--- src/rtl/pc_fetch.sv ---
// Program counter and instruction-fetch unit: sequential fetch into a decode
// holding register, with branch/jump redirect, stall, halt and wait-state handling.
module pc_fetch #(
    parameter logic [31:0] RESET_PC = 32'h0000_0000
) (
    input  logic        clk,
    input  logic        rst,
    input  logic        stall,
    input  logic        halt,
    input  logic        br_en,
    input  logic        br_sel,
    input  logic [31:0] br_pc4,
    input  logic [31:0] br_imm,
    input  logic        jmp_en,
    input  logic [31:0] jmp_target,
    output logic        imem_req,
    output logic [31:0] imem_addr,
    input  logic        imem_ready,
    input  logic [31:0] imem_rdata,
    output logic [31:0] inst,
    output logic [31:0] inst_pc4,
    output logic        inst_valid,
    output logic        redirect
);

    localparam int unsigned XLEN = 32;

    typedef enum logic [1:0] {
        FETCH   = 2'd0,
        STALLED = 2'd1,
        HALTED  = 2'd2
    } state_t;

    state_t            state, state_n;
    logic [XLEN-1:0]   pc, pc_n;
    logic [XLEN-1:0]   inst_n, inst_pc4_n;
    logic              inst_valid_n, redirect_n;
    logic              take;
    logic [XLEN-1:0]   target;
    logic [XLEN-1:0]   pc_plus4;

    // Redirect decision: jump wins over a taken branch; branch offset is in words.
    assign take     = jmp_en | (br_en & br_sel);
    assign target   = jmp_en ? jmp_target
                             : XLEN'(br_pc4 + {br_imm[XLEN-3:0], 2'b00});
    assign pc_plus4 = XLEN'(pc + XLEN'(4));

    assign imem_addr = pc;
    assign imem_req  = (state == FETCH) && !rst;

    always_ff @(posedge clk or posedge rst) begin
        if (rst) begin
            state      <= FETCH;
            pc         <= RESET_PC;
            inst       <= '0;
            inst_pc4   <= '0;
            inst_valid <= 1'b0;
            redirect   <= 1'b0;
        end else begin
            state      <= state_n;
            pc         <= pc_n;
            inst       <= inst_n;
            inst_pc4   <= inst_pc4_n;
            inst_valid <= inst_valid_n;
            redirect   <= redirect_n;
        end
    end

    // Next-state and holding-register update, highest priority first.
    always_comb begin
        state_n      = state;
        pc_n         = pc;
        inst_n       = inst;
        inst_pc4_n   = inst_pc4;
        inst_valid_n = inst_valid;
        redirect_n   = 1'b0;

        if (halt || state == HALTED) begin
            state_n      = HALTED;
            inst_valid_n = 1'b0;
        end else if (take) begin
            state_n      = FETCH;
            pc_n         = target;
            inst_valid_n = 1'b0;
            redirect_n   = 1'b1;
        end else if (state == FETCH) begin
            if (stall && inst_valid) begin
                state_n = STALLED;
            end else if (imem_ready) begin
                inst_n       = imem_rdata;
                inst_pc4_n   = pc_plus4;
                inst_valid_n = 1'b1;
                pc_n         = pc_plus4;
            end else if (!stall) begin
                inst_valid_n = 1'b0;
            end
        end else begin
            // STALLED: hold the instruction; restart fetch with a bubble on release
            if (!stall) begin
                inst_valid_n = 1'b0;
                state_n      = FETCH;
            end
        end
    end

endmodule
--- config.mk ---
export PLATFORM = sky130hd
export DESIGN_NAME = pc_fetch
export DESIGN_NICKNAME = d
export VERILOG_FILES = /design/src/rtl/pc_fetch.sv
export SDC_FILE = /design/constraint.sdc
export NUM_CORES = 1
export LEC_CHECK = 0
export ABC_CLOCK_PERIOD_IN_PS = 2700
export CAP_MARGIN = 20
export CORE_ASPECT_RATIO = 2
export CORE_MARGIN = 2
export CORE_UTILIZATION = 42
export DETAILED_ROUTE_END_ITERATION = 16
export PLACE_DENSITY = 0.83
export SLEW_MARGIN = 25
export SYNTH_ARGS = -nofsm -noshare
export SYNTH_HDL_FRONTEND = slang
export SYNTH_SLANG_ARGS = --single-unit
export TNS_END_PERCENT = 30
--- constraint.sdc ---
create_clock -name clk -period 2.7 [get_ports clk]
set_input_delay 0.27 -clock clk [delete_from_list [all_inputs] [get_ports clk]]
set_output_delay 0.27 -clock clk [all_outputs]
set_load 0.005 [all_outputs]
Fig. 1: register map, names as in the netlist
Drawn at 3 px/um.
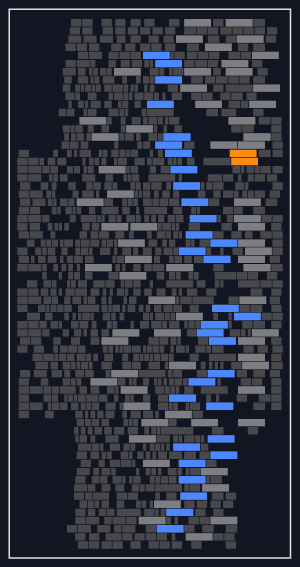
Key: orange = state [placed flops 2]; blue = inst_pc4 [placed flops 32]
Another 66 sequential cells are not coloured.
register area: 2500 sq um
Seq/total area: 24.7%
post-layout util: 64.4%
total sequential power: 1.86 mW

Fig. 2: placed cells, one colour a class
Drawn at 3 px/um.
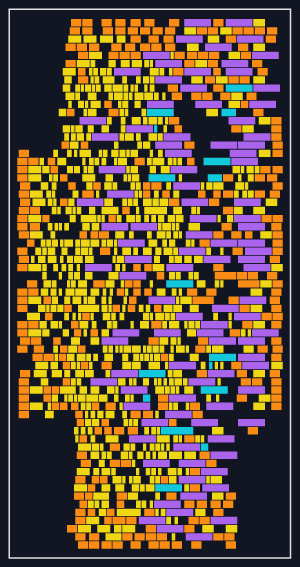
Key: yellow = combinational and other logic [cells 611, share of their area 41%]; orange = other buffers and delay cells [cells 315, share of their area 30%]; purple = flops [cells 100, share of their area 25%]; cyan = clock drivers and dummy loads [cells 16, share of their area 3.1%]
fin area: 10,100 sq um
Core ar.: 15,700 sq um
row cnt: 65

==> ci_impl_report.md <==
### Metrics collected by this job

| Metric | Value |
|---|---|
| Iter 0 DRT Violations | 457 |
| R2R Setup Slk | 0.17 ns |
| Max-Cap Viols | 0 |
| Proportion of layout cells with a drive suffix above 1 | 15.3% |
| Dpl cell area | 9740 sq um |
| Synth top cells by count | dfrtp_1 (100), nand2_1 (87), o21ai_0 (74) |
| Wirelength per Cell | roughly 18 um |
| Multi-input gate area | 4020 sq um |
| Hold Path Class | in2async |
| DP HPWL | 17,700 um |
| Log Warnings | 29 |
| GP Congestion | 0.988 |
| Fill cell count | ~1,300 |
| Count leader, synth | dfrtp_1 |
| Layout Nets | roughly 1,200 |
| Critical Path Max Stage Delay | 0.48 ns |
| FMAX | 372 MHz |
| Clock buffer count from CTS | 9 |
| Non-filler cells, final | approximately 1,200 |
| Status | complete, no violations |
| CP cell instances | clkdlybuf4s50_1, ha_2, fa_2, a21o_1, a221oi_2, buf_4, or3_4, a2111o_1, buf_6, a211oi_2, a41oi_2, o211ai_1 |
| Drt total wl | 22,100 um |
| Overall power | between 4 and 5 mW |
| XORs/XNORs by Area | 6.03% |
| Slowest-stage cell, CP | a2111o_1 |
| Mapped Area | ~6700 sq um |
| Syn-to-layout area delta | 51.2% |
| Drc violations | 0 |
| Setup ws final | about 0.014 ns |
| Mux share | between 6 and 7% |
| Static Leakage | 4.31 nW |
| Max VDD drop | ~0.25 mV |
| Pins Over Slew Limit | 0 |
| Setup bufs post-CTS | 0 |
| Detailed Routing Iterations Pass 1 | 5 |
| Yosys Chip Area | between 6000 and 7000 sq um |
| Commonest Layout Cell | clkdlybuf4s50_1 |
| Yosys stat cell total | 756 |
| Data required, critical path | 2.97 ns |
| Worst-Margin Slew | 0.770 ns |
| Pwr/cell area | roughly 470 nW/um^2 |
| Worst hold slack | around 0.43 ns |
| Synth flops | 100 |
| Cells after synthesis | between 700 and 800 |
| Fin. Hold Viols | 0 |
| Complex Gates by Area | around 22% |
| Fin crit period | between 2 and 3 ns |
| Asr flop ratio synth | 100% |
| Clock skew | approximately 0.012 ns |
| H-tree depth | 3 |
| Fp_density | between 40% and 50% |
| Via density | 5.69 |
| Dpl ws | -0.429 ns |
| Global Route Usage Sum | 25.8% |
| Vias in the first global route | 6,955 |
| Die W | 93.2 um |
| Tcrit/Tclk final | between 90% and 100% |
| Buf/Inv on CP | 3 |
| Die y size | 182 um |
| CP Data Arrival Time | 2.96 ns |
| EDFF count, synth | 0 |
| Vias | 7,081 |
| CTS clock-pin slew for the worst setup and hold paths | about 0.07 ns |
| Full die area | 17,000 sq um |
| Number of I/O port buffers | 232 |
| Global-route wire length before repair | roughly 35,000 um |
| Crit Path Max Fanout | 3 |
-- per-layer routing --
layer	up-vias	GRT usage [%]	routed length (um)
li1	3348	-	-
met3	86	3.55	1200
met1	3349	27.3	7770
met4	0	14.2	1200
met2	298	47.8	11900
met5	-	0	0
-- final cells by class --
class	instances	area share, %
Multi-Input combinational cell	601	39.7
Clock inverter	3	0.445
Inverter	10	0.408
Tap cell	201	2.49
Clock buffer	13	2.57
Antenna cell	1	0.0247
Sequential cell	100	24.7
Timing Repair Buffer	315	29.6
-- report_power, final --
part | internal (mW) | switching [mW]
logic | 0.851 | 0.668
registers | 1.64 | 0.219
clock network | 0.770 | 0.558
total | 3.26 | 1.44
-- worst reg2reg max path, stage by stage (launching register included) --
cell and delay (ns):
dfrtp_1 0.44, ha_1 0.30, inv_1 0.11, or2_2 0.40, nor4_4 0.49, nand3_1 0.20
o311ai_0 0.38, a211o_1 0.16
-- registers in the layout (all words and copies together) (netlist names) --
name / cells
imem_addr: 32
inst: 32
inst_pc4: 32
state: 2
inst_valid: 1
redirect: 1
-- worst paths after layout --
kind,startpoint,endpoint,cells after the start
max,br_imm[0],imem_addr[26]$_DFFE_PP0P_,12
min,rst,inst_pc4[24]$_DFFE_PP0P_,2
max reg2reg,imem_addr[2]$_DFFE_PP0P_,imem_addr[30]$_DFFE_PP0P_,7
min reg2reg,inst_pc4[11]$_DFFE_PP0P_,inst_pc4[11]$_DFFE_PP0P_,2
max in group asynchronous,rst,inst[5]$_DFFE_PP0P_,3
min in group clk,inst_pc4[11]$_DFFE_PP0P_,inst_pc4[11]$_DFFE_PP0P_,2
-- what timing repair did --
item | 4_1_cts | 5_1_grt
gates resized | 1 | 16
hold buffers | 0 | 0
pin swaps | 1 | 10
endpoints found under the setup margin | 2 | 14
Power and IR drop assume default switching activity.
